--- config.mk ---
export PLATFORM = sky130hd
export DESIGN_NAME = controlunit_pipe
export DESIGN_NICKNAME = d
export VERILOG_FILES = /design/src/rtl/controlunit_pipe.sv
export SDC_FILE = /design/constraint.sdc
export NUM_CORES = 1
export LEC_CHECK = 0
export CAP_MARGIN = 40
export CORE_MARGIN = 2
export CORE_UTILIZATION = 40
export CTS_CLUSTER_SIZE = 30
export DETAILED_ROUTE_END_ITERATION = 10
export PLACE_DENSITY_LB_ADDON = 0.2
export SLEW_MARGIN = 25
export SYNTH_ARGS = -nofsm -noshare
export SYNTH_HDL_FRONTEND = slang
export SYNTH_SLANG_ARGS = --single-unit
--- constraint.sdc ---
create_clock -name clk -period 1.5 [get_ports clk]
set_input_delay 0.45 -clock clk [delete_from_list [all_inputs] [get_ports clk]]
set_output_delay 0.45 -clock clk [all_outputs]
set_load 0.01 [all_outputs]
--- src/rtl/controlunit_pipe.sv ---
// Registered RV32 decode control unit: decodes a 32-bit instruction into the EX-stage
// control word one cycle later, with a multi-cycle MUL hold that stalls fetch.
module controlunit_pipe #(
  parameter int          MUL_LATENCY = 3,
  parameter bit          ENABLE_M    = 1'b1,
  parameter logic [11:0] GPIO_CSR    = 12'hF02,
  parameter logic [11:0] IN_CSR      = 12'hF00
) (
  input  logic        clk,
  input  logic        rst_n,
  input  logic        instr_valid,
  input  logic [31:0] instr,
  input  logic        flush,
  output logic        stall_o,
  output logic        valid_EX,
  output logic [3:0]  aluop_EX,
  output logic        alusrc_EX,
  output logic [1:0]  regsel_EX,
  output logic        regwrite_EX,
  output logic        GPIO_we_EX,
  output logic        illegal_EX,
  output logic        state_o
);

  localparam logic [0:0] IDLE     = 1'b0;
  localparam logic [0:0] MUL_WAIT = 1'b1;

  localparam int              CW       = $clog2(MUL_LATENCY + 1);
  localparam logic [CW-1:0]   CNT_LOAD = CW'(MUL_LATENCY - 1);
  localparam logic [CW-1:0]   CNT_ONE  = CW'(1);

  localparam logic [3:0] OP_AND   = 4'b0000;
  localparam logic [3:0] OP_OR    = 4'b0001;
  localparam logic [3:0] OP_XOR   = 4'b0010;
  localparam logic [3:0] OP_ADD   = 4'b0011;
  localparam logic [3:0] OP_SUB   = 4'b0100;
  localparam logic [3:0] OP_MUL   = 4'b0101;
  localparam logic [3:0] OP_MULH  = 4'b0110;
  localparam logic [3:0] OP_MULHU = 4'b0111;
  localparam logic [3:0] OP_SLL   = 4'b1000;
  localparam logic [3:0] OP_SRL   = 4'b1001;
  localparam logic [3:0] OP_SRA   = 4'b1010;
  localparam logic [3:0] OP_SLT   = 4'b1100;
  localparam logic [3:0] OP_SLTU  = 4'b1101;

  typedef struct packed {
    logic       valid;
    logic [3:0] aluop;
    logic       alusrc;
    logic [1:0] regsel;
    logic       regwrite;
    logic       gpio_we;
    logic       illegal;
  } ctrl_t;

  logic [6:0]  opcode;
  logic [2:0]  funct3;
  logic [6:0]  funct7;
  logic [4:0]  rd;
  logic [11:0] csr;
  logic        unused_rs1;

  assign opcode     = instr[6:0];
  assign rd         = instr[11:7];
  assign funct3     = instr[14:12];
  assign funct7     = instr[31:25];
  assign csr        = instr[31:20];
  assign unused_rs1 = ^instr[19:15];

  // Shared funct3 -> ALU op map for the funct7 0x00 R-type and the I-type group.
  function automatic logic [3:0] base_op(input logic [2:0] f3);
    case (f3)
      3'b000:  base_op = OP_ADD;
      3'b001:  base_op = OP_SLL;
      3'b010:  base_op = OP_SLT;
      3'b011:  base_op = OP_SLTU;
      3'b100:  base_op = OP_XOR;
      3'b101:  base_op = OP_SRL;
      3'b110:  base_op = OP_OR;
      default: base_op = OP_AND;
    endcase
  endfunction

  ctrl_t dec;
  logic  dec_is_mul;
  logic  legal;

  always_comb begin
    dec        = '0;
    dec.valid  = 1'b1;
    dec_is_mul = 1'b0;
    legal      = 1'b1;
    case (opcode)
      7'h33: begin
        dec.regsel   = 2'b10;
        dec.regwrite = 1'b1;
        case (funct7)
          7'h00: dec.aluop = base_op(funct3);
          7'h20: begin
            if (funct3 == 3'b000)      dec.aluop = OP_SUB;
            else if (funct3 == 3'b101) dec.aluop = OP_SRA;
            else                       legal = 1'b0;
          end
          7'h01: begin
            dec_is_mul = 1'b1;
            if (!ENABLE_M)             legal = 1'b0;
            else if (funct3 == 3'b000) dec.aluop = OP_MUL;
            else if (funct3 == 3'b001) dec.aluop = OP_MULH;
            else if (funct3 == 3'b011) dec.aluop = OP_MULHU;
            else                       legal = 1'b0;
          end
          default: legal = 1'b0;
        endcase
      end
      7'h13: begin
        dec.alusrc   = 1'b1;
        dec.regsel   = 2'b10;
        dec.regwrite = 1'b1;
        dec.aluop    = base_op(funct3);
        // Shift-immediates encode their variant in funct7; everything else ignores it.
        if (funct3 == 3'b001 && funct7 != 7'h00) legal = 1'b0;
        if (funct3 == 3'b101) begin
          if (funct7 == 7'h20)      dec.aluop = OP_SRA;
          else if (funct7 != 7'h00) legal = 1'b0;
        end
      end
      7'h37: begin
        dec.regsel   = 2'b01;
        dec.regwrite = 1'b1;
      end
      7'h73: begin
        if (funct3 == 3'b001 && csr == GPIO_CSR)    dec.gpio_we = 1'b1;
        else if (funct3 == 3'b001 && csr == IN_CSR) dec.regwrite = (rd != 5'd0);
        else                                        legal = 1'b0;
      end
      default: legal = 1'b0;
    endcase
    if (!legal) begin
      dec         = '0;
      dec.valid   = 1'b1;
      dec.illegal = 1'b1;
      dec_is_mul  = 1'b0;
    end
  end

  logic [0:0]    state_q, state_d;
  logic [CW-1:0] cnt_q, cnt_d;
  ctrl_t         ex_q, ex_d;
  logic          accept;

  assign stall_o = (state_q == MUL_WAIT);
  assign accept  = instr_valid && !stall_o && !flush;

  always_comb begin
    state_d = state_q;
    cnt_d   = cnt_q;
    ex_d    = ex_q;
    if (flush) begin
      state_d = IDLE;
      cnt_d   = '0;
      ex_d    = '0;
    end else if (state_q == MUL_WAIT) begin
      // EX word is held; writeback is released only on the final MUL cycle.
      cnt_d = cnt_q - CNT_ONE;
      if (cnt_q == CNT_ONE) begin
        ex_d.regwrite = 1'b1;
        state_d       = IDLE;
      end
    end else if (accept) begin
      ex_d = dec;
      if (dec_is_mul && MUL_LATENCY > 1) begin
        ex_d.regwrite = 1'b0;
        cnt_d         = CNT_LOAD;
        state_d       = MUL_WAIT;
      end
    end else begin
      ex_d = '0;
    end
  end

  always_ff @(posedge clk or negedge rst_n) begin
    if (!rst_n) begin
      state_q <= IDLE;
      cnt_q   <= '0;
      ex_q    <= '0;
    end else begin
      state_q <= state_d;
      cnt_q   <= cnt_d;
      ex_q    <= ex_d;
    end
  end

  assign valid_EX    = ex_q.valid;
  assign aluop_EX    = ex_q.aluop;
  assign alusrc_EX   = ex_q.alusrc;
  assign regsel_EX   = ex_q.regsel;
  assign regwrite_EX = ex_q.regwrite;
  assign GPIO_we_EX  = ex_q.gpio_we;
  assign illegal_EX  = ex_q.illegal;
  assign state_o     = state_q;

endmodule

Fig. 1: run 1, routed metal, one color a layer
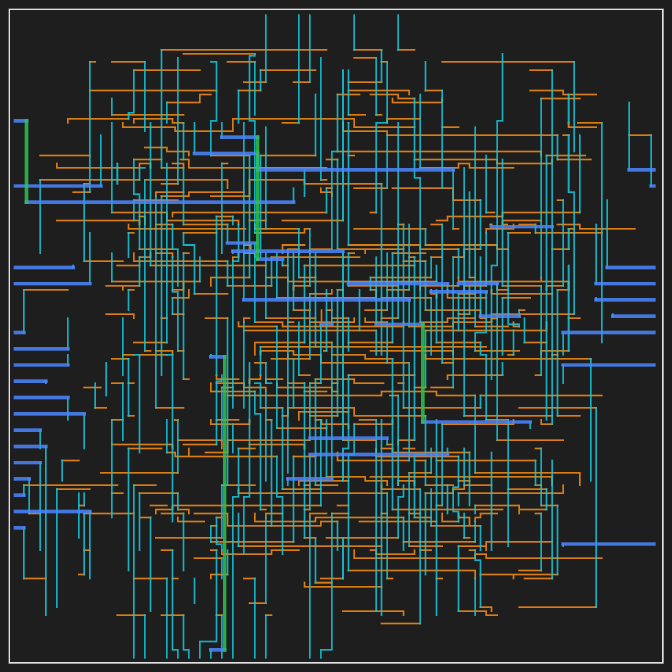
- metal 3: blue (wire length 236 um)
- metal 2: cyan (wire length 1840 um)
- metal 4: green (wire length 49.6 um)
- metal 1: orange (wire length 1450 um)
wire per inst: 16.1 um
Total Routing Usage GR: 25.4%
Detailed Route WL: 3580 um
vias: 1246

Fig. 2: run 1, port wiring
The bar under the picture is 20 um long.
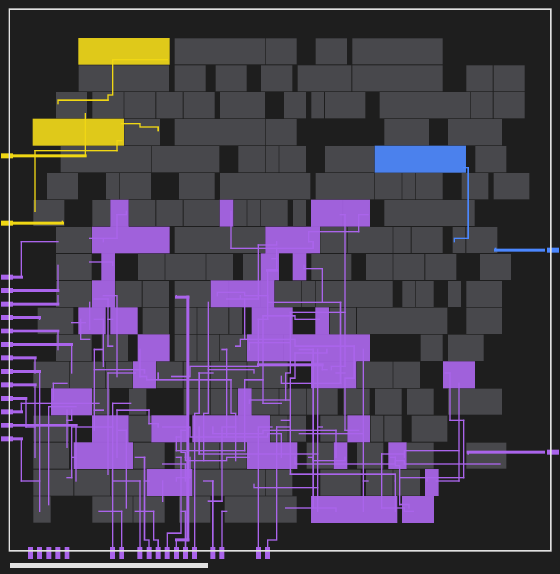
- `instr`: purple (direction input; edge 18 bottom, 13 left, 1 right; end cells 39; buffers 38; wire 891 um)
- `regsel_EX`: yellow (direction output; edge left; end cells 2; buffers 2; wire 52.1 um)
- `valid_EX`: blue (direction output; edge right; end cells 1; buffers 1; wire 14.3 um)

==> Flow_metrics.wiki, run 1 <==
== Flow metrics ==
{| class="wikitable"
! Metric !! Value
|-
| Data arrival time of the worst path || around 2.1 ns
|-
| Setup fix buffers added after clock tree synthesis || 8
|-
| Setup repair after global routing missed its margin || yes
|-
| Cell-internal power || approximately 670 uW
|-
| Core Region || around 2500 um2
|-
| Drt first pass iters || 4
|-
| Count of endpoints failing hold in the final timing report || 0
|-
| Worst Path Class, Setup || in2reg
|-
| Core Rows || 18
|-
| CP max-delay cell || sky130_fd_sc_hd__a311oi_2
|-
| CP startpoint kind || input pin
|-
| Fmax || 534 MHz
|-
| Clock network contribution to total cell area || around 1.9%
|-
| Ratio of total power to cell area || 464 nW/um2
|-
| Non-clk buf share || slightly below 40%
|-
| Synth unique cells || roughly 45
|-
| Logic power comb || around 250 uW
|-
| Number of tap cells inserted || 30
|-
| Worst-case register-to-register setup slack || 0.27 ns
|-
| Number of cells produced by synthesis || ~110
|-
| Clk root buf || sky130_fd_sc_hd__clkbuf_4
|-
| Count of flip-flops with a built-in enable after synthesis || 0
|-
| Tally of buffers added on design ports || around 43
|-
| Largest cell class by area || logic gates
|-
| Cell taking the most area after synthesis || sky130_fd_sc_hd__dfrtp_1
|-
| Destination of the worst register-to-register timing path || cnt_q[0]$_DFFE_PN0P_
|-
| Area taken by flip-flops and latches || between 300 and 400 um2
|-
| Buffer depth of the longest clock path || 2
|-
| Final ANT Viol Nets || 0
|-
| Setup crit end || aluop_EX[1]$_DFFE_PN0P_
|-
| Slew at the pin closest to its max-slew limit || about 0.36 ns
|-
| Register clock-pin slew on the reported worst setup and hold paths || roughly 0.08 ns
|-
| Most instantiated logic cell after routing || sky130_fd_sc_hd__buf_4
|-
| Fraction of standard cell area in multi-input logic || 38.7%
|-
| DRC viols || 0
|-
| Register share of total power || 42.7%
|-
| Maximum Capacitance Violations || 0
|-
| YS warnings || 0
|-
| Initial antenna violation count || 0
|-
| Final HPWL from detailed placement || between 2000 and 2500 um
|-
| Slew headroom || about three quarters
|-
| Critical Path Start || instr[29]
|-
| VDD IR max || between 600 and 700 uV
|-
| Layout clock buffer count || 4
|-
| GRT overflow || 0
|-
| Avg Synthesized Cell Area || slightly above 9 um2
|-
| CP endpoint kind || flop
|-
| Reg-to-Reg Start || stall_o$_DFF_PN0_
|-
| Final Max Tran Viols || 0
|-
| Seq cells || 14
|-
| Clk ins delay skew pair || about 0.28 ns
|-
| Utilization after layout || between 70% and 80%
|-
| Global placer's final weighted congestion || 0.854
|-
| Comb gates || around 87
|-
| Multi-input combinational cell area || 744 um2
|-
| Slack of the critical path || -0.371 ns
|-
| Family with the most delay on the worst path || simple AND/OR/NAND/NOR gates
|-
| Failing checks || setup timing
|-
| Leading power group || sequential cells
|-
| Wire length on met2 || 1840 um
|-
| Ordered cell list for the critical path || buf_6 > nor3_4 > buf_4 > nand4_1 > a311oi_2 > nor4_4 > nor3_4 > buf_6 > a32o_1
|-
| Status || finished, violations left
|-
| Total of endpoints with negative setup slack in the final report || 12
|-
| Number of sinks driven by the clock tree || 14
|-
| First-pass GRT wire length || around 5400 um
|-
| Kind of path behind the tightest hold check || in2async
|-
| Met1 routed wirelength after detailed routing || between 1000 and 1500 um
|-
| Part of the total power dissipated in the clock network || roughly 30%
|-
| # Cells Yosys || ~110
|-
| Top routing layer in use || met4
|}
Fig. 3: run 1, cells by drive strength
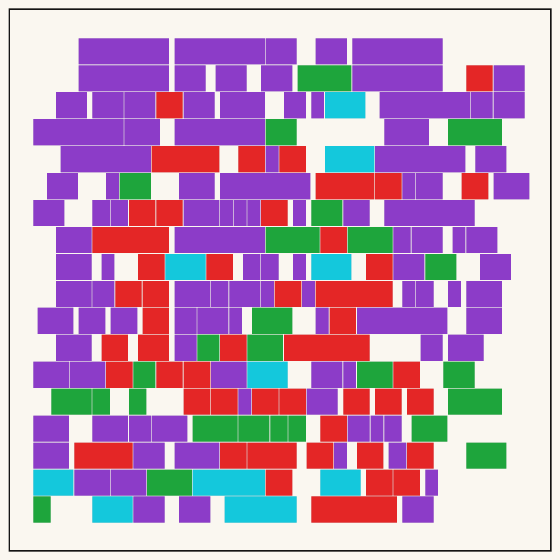
- _6 and larger: cyan (cells 10; share 5.2%; most used buf_6)
- _3 and _4 cells: red (cells 48; share 25%; most used buf_4)
- _2 cells: green (cells 26; share 14%)
- _0 and _1 cells: purple (cells 108; share 56%; most used dlygate4sd2_1)

run 1: stage by stage:
step / setup TNS, ns / power [mW] / worst slack [ns]
floorplan: -2.99 / 0.457 / -0.296
global placement: -11.29 / 0.610 / -0.945
detailed placement: -12.23 / 0.613 / -1.02
CTS: -4.14 / 0.879 / -0.390
global route: -4.82 / 0.928 / -0.435
finish: -3.98 / 0.892 / -0.371
run 1: logic make-up after synthesis:
logic type / Yosys count / share of synthesized area [%]
xor gates and xnor gates: 3 / 2.58
buffers and inverters: 9 / 4.78
and+or+nand+nor: 54 / 34.4
AOI/OAI and AO/OA: 28 / 21.7
adders and majority gates: 1 / 1.23
DFF: 14 / 34.4
muxes: 1 / 0.982
Fig. 4: run 1, cells colored by class
Fill, decap, tap and diode cells in gray.
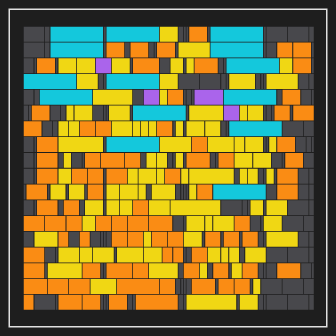

==> inputs of run 2 (changes only) <==
--- a/config.mk
+++ b/config.mk
@@ -8,8 +8,9 @@
 export CAP_MARGIN = 40
 export CORE_MARGIN = 2
 export CORE_UTILIZATION = 40
-export CTS_CLUSTER_SIZE = 30
+export CTS_CLUSTER_SIZE = 10
 export DETAILED_ROUTE_END_ITERATION = 10
+export DONT_BUFFER_PORTS = 1
 export PLACE_DENSITY_LB_ADDON = 0.2
 export SLEW_MARGIN = 25
 export SYNTH_ARGS = -nofsm -noshare
Fig. 5: run 2, cells colored by class
Fill, decap, tap and diode cells in gray.
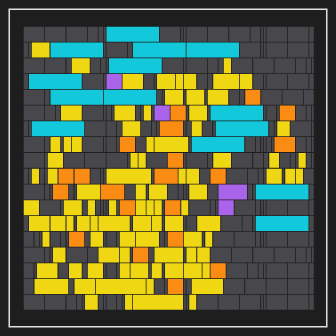
- flops: cyan (cells 14)
- other buffers and delay cells: orange (cells 20)
- combinational and other logic: yellow (cells 90)
- clock drivers and dummy loads: purple (cells 4)

==> run 2 against run 1 <==
The run still ends with setup timing left. Combinational power fell by 65%. Final area fell by 34%. Sequential share of layout area rose by 9.3 points. Worst hold slack got worse by 0.26 ns. Global-route usage fell by 5.8 points. Largest cell class unchanged. Largest power group unchanged.
==> Flow_metrics.wiki, run 2 <==
== Flow metrics ==
{| class="wikitable"
! Metric !! Value
|-
| VDD IR max || 485 uV
|-
| Fmax || between 600 and 700 MHz
|-
| Maximum Capacitance Violations || 0
|-
| Wire per inst || around 16 um
|-
| Top routing layer in use || met4
|-
| Ratio of total power to cell area || approximately 580 nW/um2
|-
| Setup crit end || aluop_EX[1]$_DFFE_PN0P_
|-
| Vias || between 900 and 1000
|-
| Total of endpoints with negative setup slack in the final report || 11
|-
| Drt first pass iters || 4
|-
| Logic power comb || 85.9 uW
|-
| Worst Path Class, Setup || in2reg
|-
| Adder and majority cell fraction of the synthesized area || around 1.2%
|-
| Setup repair after global routing missed its margin || yes
|-
| Detailed Route WL || 2450 um
|-
| Comb gates || slightly below 90
|-
| Register share of total power || 51.9%
|-
| Non-clk buf share || roughly 13%
|-
| Wire length on met2 || approximately 1200 um
|-
| DRC viols || 0
|-
| Utilization after layout || around 52%
|-
| Synth unique cells || 45
|-
| Core Region || roughly 2500 um2
|-
| Register clock-pin slew on the reported worst setup and hold paths || about 0.08 ns
|-
| YS warnings || 0
|-
| Critical Path Start || instr[4]
|-
| Worst-case register-to-register setup slack || about 0.30 ns
|-
| Initial antenna violation count || 0
|-
| Failing checks || setup timing
|-
| Number of tap cells inserted || 30
|-
| Largest cell class by area || logic gates
|-
| Reg-to-Reg Start || stall_o$_DFF_PN0_
|-
| Number of cells produced by synthesis || roughly 110
|-
| Kind of path behind the tightest hold check || in2reg
|-
| Cell taking the most area after synthesis || sky130_fd_sc_hd__dfrtp_1
|-
| Count of endpoints failing hold in the final timing report || 0
|-
| Total Routing Usage GR || between 15 and 20%
|-
| # Cells Yosys || around 110
|-
| Data arrival time of the worst path || 1.77 ns
|-
| Status || finished, violations left
|-
| Slack of the critical path || -0.0892 ns
|-
| Clk root buf || sky130_fd_sc_hd__clkbuf_4
|-
| Total power || approximately 740 uW
|-
| Clock network contribution to total cell area || 2.85%
|-
| First-pass GRT wire length || slightly above 4000 um
|-
| Area share of and/or/nand/nor cells after synthesis || approximately a third
|-
| Area taken by flip-flops and latches || 350 um2
|-
| Seq cells || 14
|-
| Count of flip-flops with a built-in enable after synthesis || 0
|-
| Destination of the worst register-to-register timing path || aluop_EX[0]$_DFFE_PN0P_
|-
| Avg Synthesized Cell Area || roughly 9.3 um2
|-
| Buffer depth of the longest clock path || 2
|-
| Slew headroom || around three fifths
|-
| Largest family of logic cells by area || simple AND/OR/NAND/NOR gates
|-
| Tally of buffers added on design ports || 0
|-
| Final HPWL from detailed placement || 2030 um
|-
| Number of sinks driven by the clock tree || 14
|}
Fig. 6: run 2, port wiring
The bar under the picture is 20 um long.
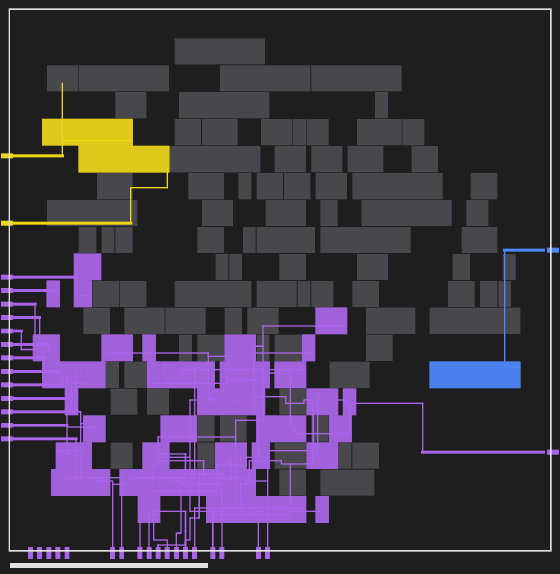
- `valid_EX`: blue (direction output; edge right; end cells 1; buffers 0; wire 17.0 um)
- `instr`: purple (direction input; edge 18 bottom, 13 left, 1 right; end cells 39; buffers 0; wire 499 um)
- `regsel_EX`: yellow (direction output; edge left; end cells 2; buffers 0; wire 40.1 um)

## run 2: cell counts after synthesis
Identical to the previous run, type by type.
## run 2: cells by family (layout without fill, tap and decap cells)
family | after synthesis | in the layout
simple gates | 54 | 54
compound gates | 28 | 28
flops | 14 | 14
xor+xnor | 3 | 3
fa+ha+maj | 1 | 1
mux | 1 | 1
buf+inv | 9 | 27
## run 2: per-stage QoR
stage | TNS, ns | hold slack (ns) | std cells | cell area [um2] | worst slack, ns
floorplan | -2.99 | 0.154 | 110 | 1070 | -0.296
global placement | -4.51 | 0.155 | 151 | 1190 | -0.419
detailed placement | -4.76 | 0.155 | 151 | 1190 | -0.434
CTS | -1.04 | 0.210 | 158 | 1260 | -0.114
global route | -1.82 | 0.189 | 158 | 1270 | -0.181
finish | -0.561 | 0.220 | 158 | 1270 | -0.0892
Power is estimated from default activity; no workload was simulated.
